==> src/rtl/alu_md_seq.sv <==
// alu_md_seq: single-cycle ALU plus iterative MULTU/DIVU into HI/LO.
// Ports: clk, reset(async hi), start/funct/dataA/dataB in; result,
// result_valid, busy, bad_op out. Option macro: ALU_MD_SIGNED_EN.
module alu_md_seq #(
  parameter int WIDTH = 32,
  localparam int SHAMT_W = $clog2(WIDTH)
) (
  input  logic             clk,
  input  logic             reset,
  input  logic             start,
  input  logic [5:0]       funct,
  input  logic [WIDTH-1:0] dataA,
  input  logic [WIDTH-1:0] dataB,
  output logic [WIDTH-1:0] result,
  output logic             result_valid,
  output logic             busy,
  output logic             bad_op
);

  localparam logic [5:0] F_AND   = 6'b100100;
  localparam logic [5:0] F_OR    = 6'b100101;
  localparam logic [5:0] F_ADD   = 6'b100000;
  localparam logic [5:0] F_SUB   = 6'b100010;
  localparam logic [5:0] F_SLT   = 6'b101010;
  localparam logic [5:0] F_SRL   = 6'b000010;
  localparam logic [5:0] F_MULTU = 6'b011001;
  localparam logic [5:0] F_DIVU  = 6'b011011;
  localparam logic [5:0] F_MFHI  = 6'b010000;
  localparam logic [5:0] F_MFLO  = 6'b010010;
`ifdef ALU_MD_SIGNED_EN
  localparam logic [5:0] F_MULT  = 6'b011000;
  localparam logic [5:0] F_DIV   = 6'b011010;
`endif

  localparam logic [SHAMT_W-1:0] CNT_LAST = SHAMT_W'(WIDTH-1);

  typedef enum logic [1:0] {IDLE, MUL, DIV, FIN} state_t;

  state_t               state_q;
  logic [SHAMT_W-1:0]   cnt_q;
  logic [2*WIDTH-1:0]   acc_q;
  logic [WIDTH-1:0]     opm_q;
  logic [WIDTH-1:0]     opa_q;
  logic [WIDTH-1:0]     hi_q;
  logic [WIDTH-1:0]     lo_q;
  logic [WIDTH-1:0]     result_q;
  logic                 valid_q;
  logic                 bad_q;
  logic                 mul_q;
  logic                 nlo_q;
  logic                 nhi_q;

  logic                 accept;
  logic [WIDTH-1:0]     alu_r;
  logic                 op_alu;
  logic                 op_mul;
  logic                 op_div;
  logic                 op_sgn;
  logic                 sa;
  logic                 sb;
  logic [WIDTH-1:0]     amag;
  logic [WIDTH-1:0]     bmag;
  logic [WIDTH:0]       mul_sum;
  logic [WIDTH:0]       div_rem;
  logic [WIDTH:0]       div_diff;
  logic                 div_ge;
  logic [2*WIDTH-1:0]   mul_next;
  logic [2*WIDTH-1:0]   div_next;
  logic [2*WIDTH-1:0]   nxt;
  logic [WIDTH-1:0]     fin_hi;
  logic [WIDTH-1:0]     fin_lo;

  assign busy   = (state_q == MUL) || (state_q == DIV);
  assign accept = start && !busy;

  always_comb begin
    alu_r  = result_q;
    op_alu = 1'b0;
    op_mul = 1'b0;
    op_div = 1'b0;
    op_sgn = 1'b0;
    unique case (1'b1)
      funct == F_AND:   begin alu_r = dataA & dataB; op_alu = 1'b1; end
      funct == F_OR:    begin alu_r = dataA | dataB; op_alu = 1'b1; end
      funct == F_ADD:   begin alu_r = dataA + dataB; op_alu = 1'b1; end
      funct == F_SUB:   begin alu_r = dataA - dataB; op_alu = 1'b1; end
      funct == F_SLT: begin
        alu_r  = {{(WIDTH-1){1'b0}}, $signed(dataA) < $signed(dataB)};
        op_alu = 1'b1;
      end
      funct == F_SRL: begin
        alu_r  = dataB >> dataA[SHAMT_W-1:0];
        op_alu = 1'b1;
      end
      funct == F_MFHI:  begin alu_r = hi_q; op_alu = 1'b1; end
      funct == F_MFLO:  begin alu_r = lo_q; op_alu = 1'b1; end
      funct == F_MULTU: op_mul = 1'b1;
      funct == F_DIVU:  op_div = 1'b1;
`ifdef ALU_MD_SIGNED_EN
      funct == F_MULT:  begin op_mul = 1'b1; op_sgn = 1'b1; end
      funct == F_DIV:   begin op_div = 1'b1; op_sgn = 1'b1; end
`endif
      default: ;
    endcase
  end

  // Signed ops feed magnitudes to the unsigned engine.
  assign sa   = op_sgn && dataA[WIDTH-1];
  assign sb   = op_sgn && dataB[WIDTH-1];
  assign amag = sa ? ('0 - dataA) : dataA;
  assign bmag = sb ? ('0 - dataB) : dataB;

  // Shift-add: multiplier sits in acc low half, product grows from top.
  assign mul_sum  = {1'b0, acc_q[2*WIDTH-1:WIDTH]}
                  + (acc_q[0] ? {1'b0, opm_q} : '0);
  assign mul_next = {mul_sum, acc_q[WIDTH-1:1]};

  // Restoring divide: {remainder, dividend/quotient} shifts left.
  assign div_rem  = {acc_q[2*WIDTH-1:WIDTH], acc_q[WIDTH-1]};
  assign div_diff = div_rem - {1'b0, opm_q};
  assign div_ge   = !div_diff[WIDTH];
  assign div_next = {div_ge ? div_diff[WIDTH-1:0] : div_rem[WIDTH-1:0],
                     acc_q[WIDTH-2:0], div_ge};

  always_comb begin
    nxt = (state_q == MUL) ? mul_next : div_next;
    {fin_hi, fin_lo} = nxt;
    if (mul_q) begin
      if (nlo_q) {fin_hi, fin_lo} = '0 - nxt;
    end else begin
      if (nlo_q) fin_lo = '0 - nxt[WIDTH-1:0];
      if (nhi_q) fin_hi = '0 - nxt[2*WIDTH-1:WIDTH];
    end
  end

  always_ff @(posedge clk or posedge reset) begin
    if (reset) begin
      state_q  <= IDLE;
      cnt_q    <= '0;
      acc_q    <= '0;
      opm_q    <= '0;
      opa_q    <= '0;
      hi_q     <= '0;
      lo_q     <= '0;
      result_q <= '0;
      valid_q  <= 1'b0;
      bad_q    <= 1'b0;
      mul_q    <= 1'b0;
      nlo_q    <= 1'b0;
      nhi_q    <= 1'b0;
    end else begin
      valid_q <= 1'b0;
      bad_q   <= 1'b0;
      unique case (state_q)
        MUL, DIV: begin
          if (state_q == DIV && opm_q == '0) begin
            hi_q    <= opa_q;
            lo_q    <= '1;
            valid_q <= 1'b1;
            state_q <= FIN;
          end else begin
            acc_q <= nxt;
            cnt_q <= cnt_q + 1'b1;
            // Last iteration lands straight in HI/LO on entry to FIN.
            if (cnt_q == CNT_LAST) begin
              cnt_q   <= '0;
              hi_q    <= fin_hi;
              lo_q    <= fin_lo;
              valid_q <= 1'b1;
              state_q <= FIN;
            end
          end
        end
        FIN:     state_q <= IDLE;
        default: ;
      endcase
      if (accept) begin
        if (op_alu) begin
          result_q <= alu_r;
          valid_q  <= 1'b1;
        end else if (op_mul) begin
          state_q <= MUL;
          acc_q   <= {{WIDTH{1'b0}}, bmag};
          opm_q   <= amag;
          mul_q   <= 1'b1;
          nlo_q   <= sa ^ sb;
          nhi_q   <= sa ^ sb;
        end else if (op_div) begin
          state_q <= DIV;
          acc_q   <= {{WIDTH{1'b0}}, amag};
          opm_q   <= bmag;
          opa_q   <= dataA;
          mul_q   <= 1'b0;
          nlo_q   <= sa ^ sb;
          nhi_q   <= sa;
        end else begin
          bad_q <= 1'b1;
        end
      end
    end
  end

  assign result       = result_q;
  assign result_valid = valid_q;
  assign bad_op       = bad_q;

endmodule

==> config.mk <==
export PLATFORM = sky130hd
export DESIGN_NAME = alu_md_seq
export DESIGN_NICKNAME = d
export VERILOG_FILES = /design/src/rtl/alu_md_seq.sv
export SDC_FILE = /design/constraint.sdc
export NUM_CORES = 1
export LEC_CHECK = 0
export CORE_MARGIN = 2
export CORE_UTILIZATION = 50
export CTS_BUF_LIST = sky130_fd_sc_hd__clkbuf_2 sky130_fd_sc_hd__clkbuf_4 sky130_fd_sc_hd__clkbuf_8
export CTS_CLUSTER_DIAMETER = 80
export CTS_CLUSTER_SIZE = 16
export DETAILED_ROUTE_END_ITERATION = 8
export PLACE_DENSITY = 0.68
export RECOVER_POWER = 100
export SYNTH_ARGS = -nofsm -noshare
export SYNTH_HDL_FRONTEND = slang
export SYNTH_SLANG_ARGS = --single-unit
==> constraint.sdc <==
create_clock -name clk -period 21.2 [get_ports clk]
set_clock_uncertainty 0.1 [all_clocks]
set_input_delay 3.18 -clock clk [delete_from_list [all_inputs] [get_ports clk]]
set_output_delay 3.18 -clock clk [all_outputs]
set_load 0.03 [all_outputs]
==> summary.txt, run 1 <==
run metrics: r2r startpoint=state_q[0], power per cell area=130 mW/mm^2, Seq/Total Area, Yosys=26.9%, Netlist cell types=111, total tool warning count=just over 90, clk slew on worst S/H paths=110 ps, Pre-Place Util=50.5%, drt first-iter violations=2,141, Clk pwr share=roughly a tenth, violated checks=capacitance limit, slew limit, router iterations before antenna repair=5, cycle use final=around 58%, logic gate share of total power=63.0%, fraction of registers with async set/reset=100%, Slew headroom=-188%, Fmax=a little over 80 MHz, share of cells above drive strength 1=7.55%, global-route wire length before repair=125 mm, Final Hold Slack=394 ps, Hold EP=hi_q[4], post-placement worst setup slack=13,730 ps, Sw Share=50.1%, hold depth=2, core area=0.0429 sq mm, Post-Syn Instances=approximately 2,700, P_seq=809 uW, Synth area leader=dfrtp_1, fin. max-slew vios=639, vias per std cell=6.63, comb pwr=about 1900 uW, Post-Syn Nets=2,912, Hold Path Class=reg -> reg, Die Y=212 microns, largest net degree at the start of global routing=93, hold path start=hi_q[4], clock sinks=233, initial antenna violation count=0, maximum resistive drop on vdd=0.113 mV, vias in the first global route=~20,000, global placement routability congestion=0.960, Max Cap Violations=13, yosys cell count=approximately 2,700, unrepaired setup endpoints after global routing=false, CP max stage delay=3090 ps, XOR Share, Synth=1.97%, CTS Buffer Depth=3, die area=between 0.04 and 0.05 sq mm, Root Buffer=clkbuf_8, Post-Layout Cell Count=3,259, min Tclk post-route=12,230 ps, IO Pins=~110, Crit Path Class=in -> reg, count leader, synth=a21oi_1, Flop pwr share=26.6%, # DRC=0, Flop area=0.00583 sq mm, CTS tree=done, Top Consumer=combinational cells, crit-path cells=buf_2 > clkbuf_1 > a31oi_1 > o21ai_0 > a22oi_1 > nand3b_1 > or2_0 > clkbuf_1 > o21ai_0 > a31oi_1, mux share=9.97%, Setup TNS=0 ps, CP max-delay cell=or2_0, status=complete, but fails checks, # diodes=0, post-route ant nets=0, CP startpoint=funct[1], RR Endpoint=acc_q[32], I/O Buffers=roughly 110, Worst Path Arrival=~13,000 ps, Pleak=0.0100 uW, GRT Util Overall=36.5%, CP required=21,630 ps
[run 1: how the worst max path moves through the flow]
stage	slack, ps	cells after the start	end
3_5_place_dp	13730	13	result[16]
3_3_place_gp	13780	13	result[16]
2_1_floorplan	11530	1	acc_q[0]
4_1_cts	14370	13	result[16]
6_report	8970	10	acc_q[32]
5_1_grt	8180	10	acc_q[32]
[run 1: sequential cells by signal (all words and copies together), names as in the netlist]
signal,flops
acc_q,64
hi_q,32
lo_q,32
opa_q,32
opm_q,32
result,32
cnt_q,5
state_q,2
bad_op,1
result_valid,1
[run 1: layer usage]
metal | wire, microns | part of all wire, % | vias up | track usage (%)
li1 | - | - | 9754 | -
met1 | 34700 | 42 | 10600 | 49.0
met2 | 38500 | 46 | 1026 | 59.4
met3 | 5830 | 7.0 | 207 | 4.48
met4 | 4040 | 4.9 | 0 | 15.7
met5 | 0 | 0 | - | 0
[run 1: layout by cell type, fill, tap and decap left out, types with 26 or more instances in the layout]
master           netlist  layout
a21oi_1              244     244
o21ai_0              238     242
nand2_1              241     241
dfrtp_1              233     233
nor2_1               225     226
ha_1                 165     164
inv_1                156     155
mux2i_1               93      93
o211ai_1              82      82
nand3_1               73      73
clkdlybuf4s50_1        0      68
mux2_2                45      45
and2_1                45      44
nor3_1                42      41
a31oi_1               38      38
dlygate4sd3_1          0      36
xnor2_1               32      32
a21o_1                31      31
and3_1                29      29
nand2b_1              29      29
a22oi_1               26      26
[run 1: final cells by class]
cell class                      count  share of cell area, %
Multi-Input combinational cell   2106                   62.0
Clock buffer                       24                   1.41
Tap cell                          585                   3.13
Timing Repair Buffer              144                   5.49
Inverter                          157                   2.52
Clock inverter                     10                  0.567
Sequential cell                   233                   24.9
[run 1: worst max-delay path: cells and delay by family]
family	cells	cell delay (ps)
simple gates	2	3340
buf+inv	3	4380
compound gates	5	1690
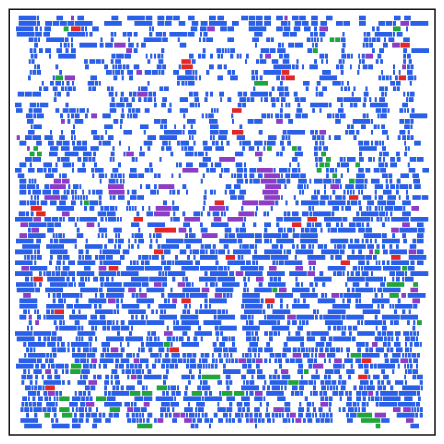
Run 1: drive-strength map
Scale: 2 px per micron.
- blue: x1 and smaller (cells 2,472; most used a21oi_1)
- red: x6 and larger (cells 30; most used clkbuf_8)
- purple: x2 (cells 121; most used mux2_2)
- green: x3 and x4 (cells 51; most used buf_4)
bufs w/o clock: 144
final worst-path setup slack: 8970 ps
Post-Layout Inst Area: 0.0234 sq mm
Synth-to-Final Area Change: 8.12%

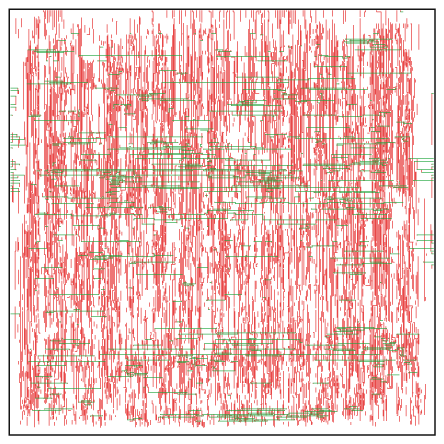
Run 1: routed metal, one colour a layer
Scale: 2 px per micron. Only two layers are drawn.
- green: M3 (wire length 5,830 microns)
- red: M2 (wire length 38.5 mm)
wire length per cell: 25.5 microns
Via Count: 21,600

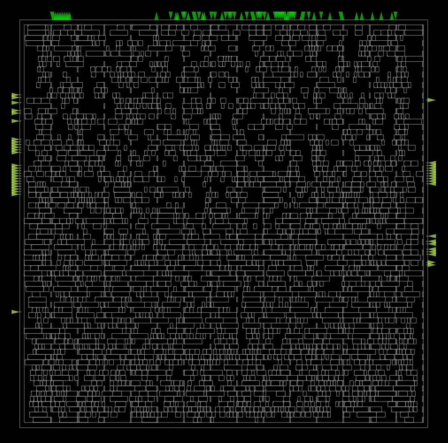
Run 1: cell placement
sequential cells: 233
fill count: 4,093
num rows: 76
flop share of the area: 24.9%
Final Core Density: 54.6%

==> run 2: changes to the inputs <==
- PLACE_DENSITY: 0.68 -> 0.71
- clock period: 21.2 -> 10.8 ns (I/O delays scaled with it)
==> run 2 against run 1 <==
  * The flow still finishes with violations (capacitance limit, slew limit)
  * Non-clock buffer count fell by 1
  * Wire length fell by 2.9%
  * Critical path depth rose by 2
  * Combinational power rose by 95%
  * Hold slack got worse by 13 ps
  * Global-route usage fell by 1.1 points
  * First-iteration DRC count rose by 16%
  * Critical endpoint is now result[26]
  * Largest cell class unchanged
  * Highest routed layer is now met5
==> summary.txt, run 2 <==
run metrics: syn_area_per_cell=8.11 sq um, vias per std cell=6.65, # DRC=0, unrepaired setup endpoints after global routing=false, die area=about 0.045 sq mm, crit-path cells=buf_2 > clkbuf_1 > nor3b_1 > a31oi_1 > o21ai_0 > a22oi_1 > or3b_1 > clkbuf_1 > nor2_1 > o311ai_0 > a221oi_1 > a21oi_1, clk slew on worst S/H paths=~100 ps, Crit Path Class=in -> reg, I/O Buffers=107, Post-Layout Inst Area=0.0234 sq mm, Fmax=127 MHz, yosys cell count=~2,700, Hold Path Class=reg -> reg, power per cell area=254 mW/mm^2, Post-Syn Instances=2,670, r2r startpoint=state_q[0], most frequent logic cell in the layout=a21oi_1, Netlist cell types=~110, Seq/Total Area, Yosys=26.9%, CP max-delay cell=clkbuf_1, count leader, synth=a21oi_1, post-route ant nets=0, fill count=between 4,000 and 5,000, vias in the first global route=just over 20,000, Via Count=between 20,000 and 25,000, Final Hold Slack=381 ps, fin. max-slew vios=roughly 470, num rows=between 70 and 80, hold path start=result[7], Top Layout Cells=a21oi_1 (244), o21ai_0 (241), nand2_1 (241), Post-Syn Nets=2,912, Max Cap Violations=11, hold depth=1, final worst-path setup slack=2900 ps, Hold EP=result[7], status=complete, but fails checks, total tool warning count=95, core area=0.0429 sq mm, GRT Util Overall=between 30% and 40%, global-route wire length before repair=123 mm, Pleak=between 0.01 and 0.015 uW, maximum resistive drop on vdd=0.171 mV, global placement routability congestion=between 0.9 and 1, Reg with most FFs=acc_q, Synth-to-Final Area Change=8.07%, CTS tree=done, Setup TNS=0 ps, clock sinks=233, largest net degree at the start of global routing=approximately 120, Root Buffer=clkbuf_8, IO Pins=108, Post-Layout Cell Count=3,261, Pre-Place Util=slightly above 50%, Die Y=212 microns, wire length per cell=around 25 microns, Worst Path Arrival=~8300 ps, drt first-iter violations=~2,500, initial antenna violation count=5, CTS Buffer Depth=3, CP max stage delay=2070 ps, Bufs and invs on worst path=3, Final Core Density=54.5%, fraction of registers with async set/reset=100%, max FFs per register=64, violated checks=capacitance limit, slew limit, share of cells above drive strength 1=between 7 and 8%, cycle use final=73.1%, Post-Route WL=80.6 mm, min Tclk post-route=approximately 7900 ps
==> run 2: cell counts after synthesis <==
Identical to the previous run, type by type.
==> run 2: report_power, final <==
group	switching [uW]	internal, uW	total, uW	leakage [uW]
Clock	376	266	642	0.000241
Combinational	2230	1490	3720	0.00693
Sequential	350	1240	1590	0.00285
Total	2960	2990	5950	0.0100
==> run 2: worst max path at each step <==
| stage | from | to | slack (ps) | depth (start not counted) |
|---|---|---|---|---|
| floorplan | reset | acc_q[0] | 2690 | 1 |
| global placement | dataA[3] | result[16] | 4790 | 13 |
| detailed placement | dataA[3] | result[16] | 4750 | 13 |
| CTS | dataA[3] | result[16] | 5410 | 13 |
| global route | funct[1] | result[26] | 2620 | 12 |
| finish | funct[1] | result[26] | 2900 | 12 |
==> run 2: cells by family after synthesis <==
| logic type | Yosys count | share of synthesized area (%) |
|---|---|---|
| adders and majority gates | 170 | 9.95 |
| DFF | 233 | 26.9 |
| and+or+nand+nor | 785 | 16.9 |
| muxes | 175 | 9.97 |
| xor gates and xnor gates | 47 | 1.97 |
| AOI/OAI and AO/OA | 929 | 28.0 |
| buffers and inverters | 331 | 6.30 |
==> run 2: cell type report <==
type                    instances  area [sq um]  area share [%]
multi-input cells            2106         14500            61.8
flip-flops and latches        233          5830            24.9
repair buffers                143          1290            5.51
well taps                     585           732            3.13
inverters                     157           591            2.52
clock buffers                  24           324            1.39
clock inverters                12           171           0.733
diodes                          1          2.50          0.0107
==> run 2: metal layers <==
metal	global-route usage, %	share of wire (%)
met5	0	0.038
met4	14.9	5.0
met3	5.47	8.4
met2	58.1	46
met1	46.7	40
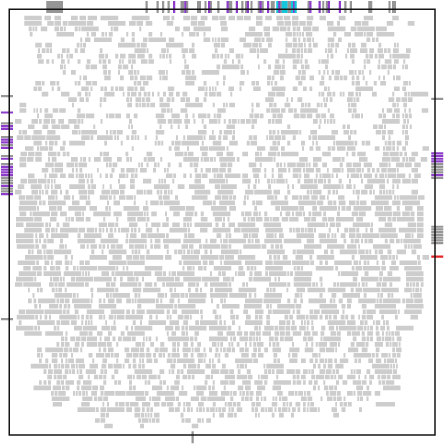
Run 2: ports around the boundary
Scale: 2 px per micron. Pins as bars across the die edge, other pins in grey.
- cyan: funct (pins 6; direction input; edge top)
- purple: dataB (pins 32; direction input; edge 14 top, 13 left, 5 right)
- red: busy (pins 1; direction output; edge right)
- all pins by edge: 63 top, 25 left, 19 right, 1 bottom

Power and IR drop assume default switching activity.
